==> config.mk <==
export PLATFORM = sky130hd
export DESIGN_NAME = arbitro_memoria_tabuleiro_flat
export DESIGN_NICKNAME = d
export VERILOG_FILES = /design/src/rtl/arbitro_memoria_tabuleiro_if.sv /design/src/rtl/arbitro_memoria_tabuleiro.sv /design/src/flat_wrapper.sv
export SDC_FILE = /design/constraint.sdc
export NUM_CORES = 1
export LEC_CHECK = 0
export CORE_AREA = 10 10 98 100
export DETAILED_ROUTE_END_ITERATION = 8
export DIE_AREA = 0 0 108 110
export PLACE_DENSITY = 0.78
export SETUP_SLACK_MARGIN = 0.05
export SYNTH_ARGS = -nofsm -noshare
export SYNTH_HDL_FRONTEND = slang
export SYNTH_SLANG_ARGS = --single-unit
==> constraint.sdc <==
create_clock -name clock -period 1.8 [get_ports clock]
set_input_delay 0.36 -clock clock [delete_from_list [all_inputs] [get_ports clock]]
set_output_delay 0.36 -clock clock [all_outputs]
set_load 0.05 [all_outputs]
==> images/layers.png <==
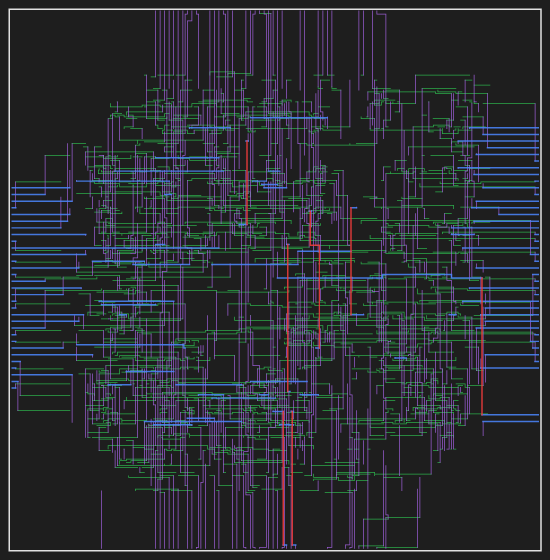
colour	layer	wire length
purple	M2	5,850 um
blue	M3	948 um
green	M1	4,550 um
red	M4	181 um
Vias: 3,650
gr usage total: 18.7%

==> images/m1.png <==
Supply wires on this layer in grey.
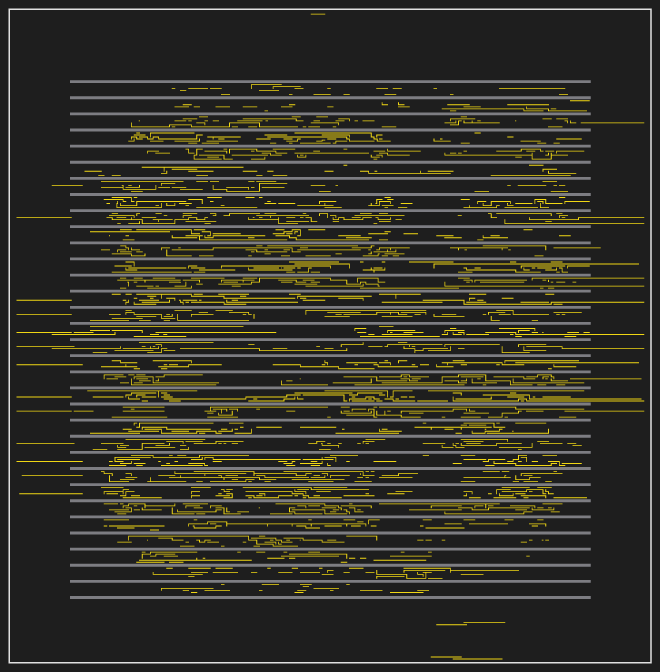
nets with wire on the layer	569
longest straight run	34.5 um
Detailed Route WL: 11,500 um
met1 GRT Util: 21.2%

==> images/route_heat.png <==
The die is cut into 22 by 22 equal tiles; black is low, pale yellow is high, scaled to the fullest tile. Values are wire area over tile area, all layers added.
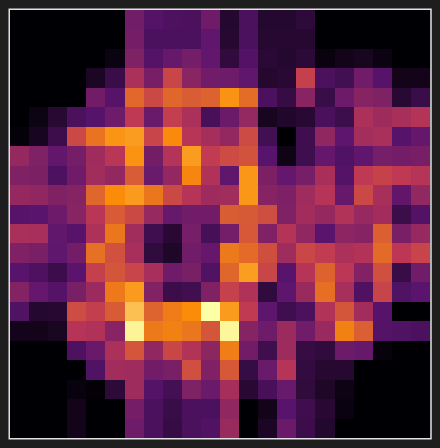
nearly empty tiles	18%
tiles over half the peak	19%
fullest tile	0.54
mean over tiles	0.16
Routed WL per cell: 17.7 um

==> images/placed.png <==
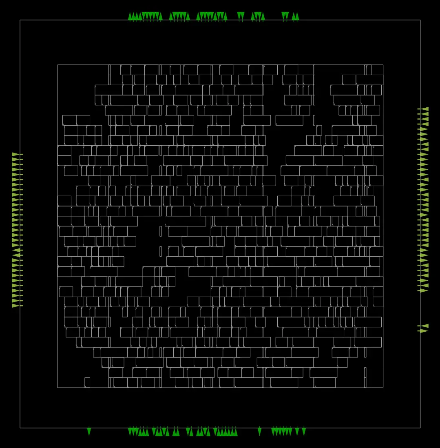
Non-Filler Instances: 652
TAP cells: 102
Core ar.: 7650 um^2
flop share of the area: 19.3%
registers: 48

==> impl_metrics.toml <==
# yosys + openroad results
[timing]
fin_skew_ps = 9.12
max_freq_ghz = 0.578
finalMaxSlewViolations = 0
setup_viol = 0
rsz0062_at_grt = "yes"
final_hold_viol_count = 0
min_period_ps = 1730
finalCritPeriodShare_pct = 96.2

[placed_design]
placed_cell_area_um2 = 4790
detailed_place_hpwl_um = 8620
dp.cells = 639
port_buffers = 138

[cts]
hold_buffers = 0
cts_tree = "yes"
clockRootBuffer = "clkbuf_8"
worst_skew_pair.late_latency_ps = 300
clk_pin_slew_ps = 100
cts_buffer_depth = 2
clock-sinks = 48

[synthesis]
synth_area_um2 = 3190
ys_ff = 48
ys_area_um2 = 3190
post_synth.cell_area_avg_um2 = 7.71
yosys-stat-cells = 414
yosys_warnings = 0
synth-adder-area-share_pct = 2.35
ys_sh_mux_pct = 7.84
ys_sh_xor_pct = 0
async_reset_ff_share_pct = 0
yosysTopAreaCellShare_pct = 30.1
post-synth-top-area-cell = "dfxtp_1"
logic_family = "simple AND/OR/NAND/NOR gates"
area_leaders = "dfxtp_1 (30%), nand2_1 (9.9%), mux2i_1 (7.8%)"
ff_type = "dfxtp_1"
ys_sh_aoi_pct = 20.0
synth.distinct_cells = 38

[setup_path]
rr_worst_depth = 6
worstPathRequired_ps = 2040
crit_type = "reg2reg"
arrival_ps = 1970
worstSetupStartpointType = "flop"
cpPeakStageDelay_ps = 490
r2r_setup_slack_ps = 70
path_max_fanout = 4
slowest_stage = "or4b_1"
cp_cell_sequence = "inv_2 > ha_2 > a21boi_4 > nand2_2 > or4b_1 > a21oi_1"

[power_and_ir_drop]
seq_power_share_pct = 31.6
pwr-share-comb_pct = 49.1
leakagePower_nw = 1.97
swShare_pct = 40.0
peakVddDrop_v = 0.000515
p_int_w = 0.00248

[final_layout]
postLayoutCellArea_um2 = 5030
lay_top_cells = "clkdlybuf4s50_1 (86), nand2_1 (83), buf_4 (59), dfxtp_1 (45), a21oi_1 (43)"
syn_to_final_growth_pct = 57.6
drive_gt1_share_pct = 20.2
nets = 645
n_antenna_cell = 0
mostFrequentLayoutCell = "clkdlybuf4s50_1"

[drt]
firstDrtPassIters = 4
dr_wl_met3_um = 948
viasPerCell = 5.60
drc_errors = 0
antenna_left = 0
top_layer = "met4"
wl_met1_um = 4550

[grt]
grt_overflow = 0
antenna_found_initial = 0

[die]
die-area_um2 = 11900
fp-utilization_pct = 41.7
die_y_um = 110

[run_status]
status = "finished clean"
-- cell usage after synthesis (all sizes together) (3+ instances only) --
cell and number:
nor2 11, nand2 84, clkbuf 16, dfxtp 48, o21ai 24, nand2b 27
a21oi 43, ha 6, nor3 26, mux2i 25, nor2b 5, nor4b 23
nor3b 3, a32oi 23, buf 25, inv 5, and3b 4
-- power groups by stage --
stage	clock network [W]	registers (W)	logic, W
floorplan	0	0.00165	0.000868
global placement	0	0.00132	0.00190
detailed placement	0	0.00132	0.00195
CTS	0.000815	0.00130	0.00197
global route	0.000867	0.00133	0.00218
finish	0.000798	0.00131	0.00203
-- cells by family after synthesis --
logic type               Yosys count
flip-flops                        48
AND-OR/OR-AND                     99
buffers and inverters             46
multiplexers                      25
adder cells (fa/ha/maj)            6
AND/OR/NAND/NOR                  189
other                              1
-- critical path, delay by kind of cell (launching register included) --
family,cells,cell delay (ps)
AND-OR/OR-AND,2,350
adder cells (fa/ha/maj),1,310
AND/OR/NAND/NOR,2,560
buffers and inverters,1,70
flip-flops,1,390
-- layer usage --
layer,global-route usage [%],vias to the layer above
li1,-,1738
met1,21.2,1740
met2,33.4,157
met3,5.46,15
met4,5.44,0
met5,0,-
-- metrics by stage --
stage | power, W | TNS, ps | setup WS [ps] | utilization, % | hold slack (ps)
after floorplan | 0.00252 | 0 | 27.6 | - | 442
after global placement | 0.00321 | -5130 | -244 | 62.7 | 443
after detailed placement | 0.00327 | -5790 | -265 | 62.7 | 449
after CTS | 0.00409 | 0 | 16.5 | 64.6 | 462
after global routing | 0.00437 | 0 | 12.9 | 65.8 | 490
final | 0.00414 | 0 | 68.4 | 65.8 | 458
-- area by class of cell --
type	instances	area [um^2]
flip-flops and latches	48	970
inverters	5	18.8
repair buffers	167	1720
fillers	625	2620
clock buffers	5	68.8
multi-input cells	322	2090
well taps	102	128
clock inverters	3	42.5
-- what timing repair did --
| item | CTS | global route |
|---|---|---|
| setup endpoints to repair | 30 | 28 |
| pin swaps | 0 | 1 |
| gates cloned | 0 | 1 |
| resized | 9 | 15 |
| setup buffers | 1 | 3 |
No activity file was given, so power comes from the tool's default toggle rates.
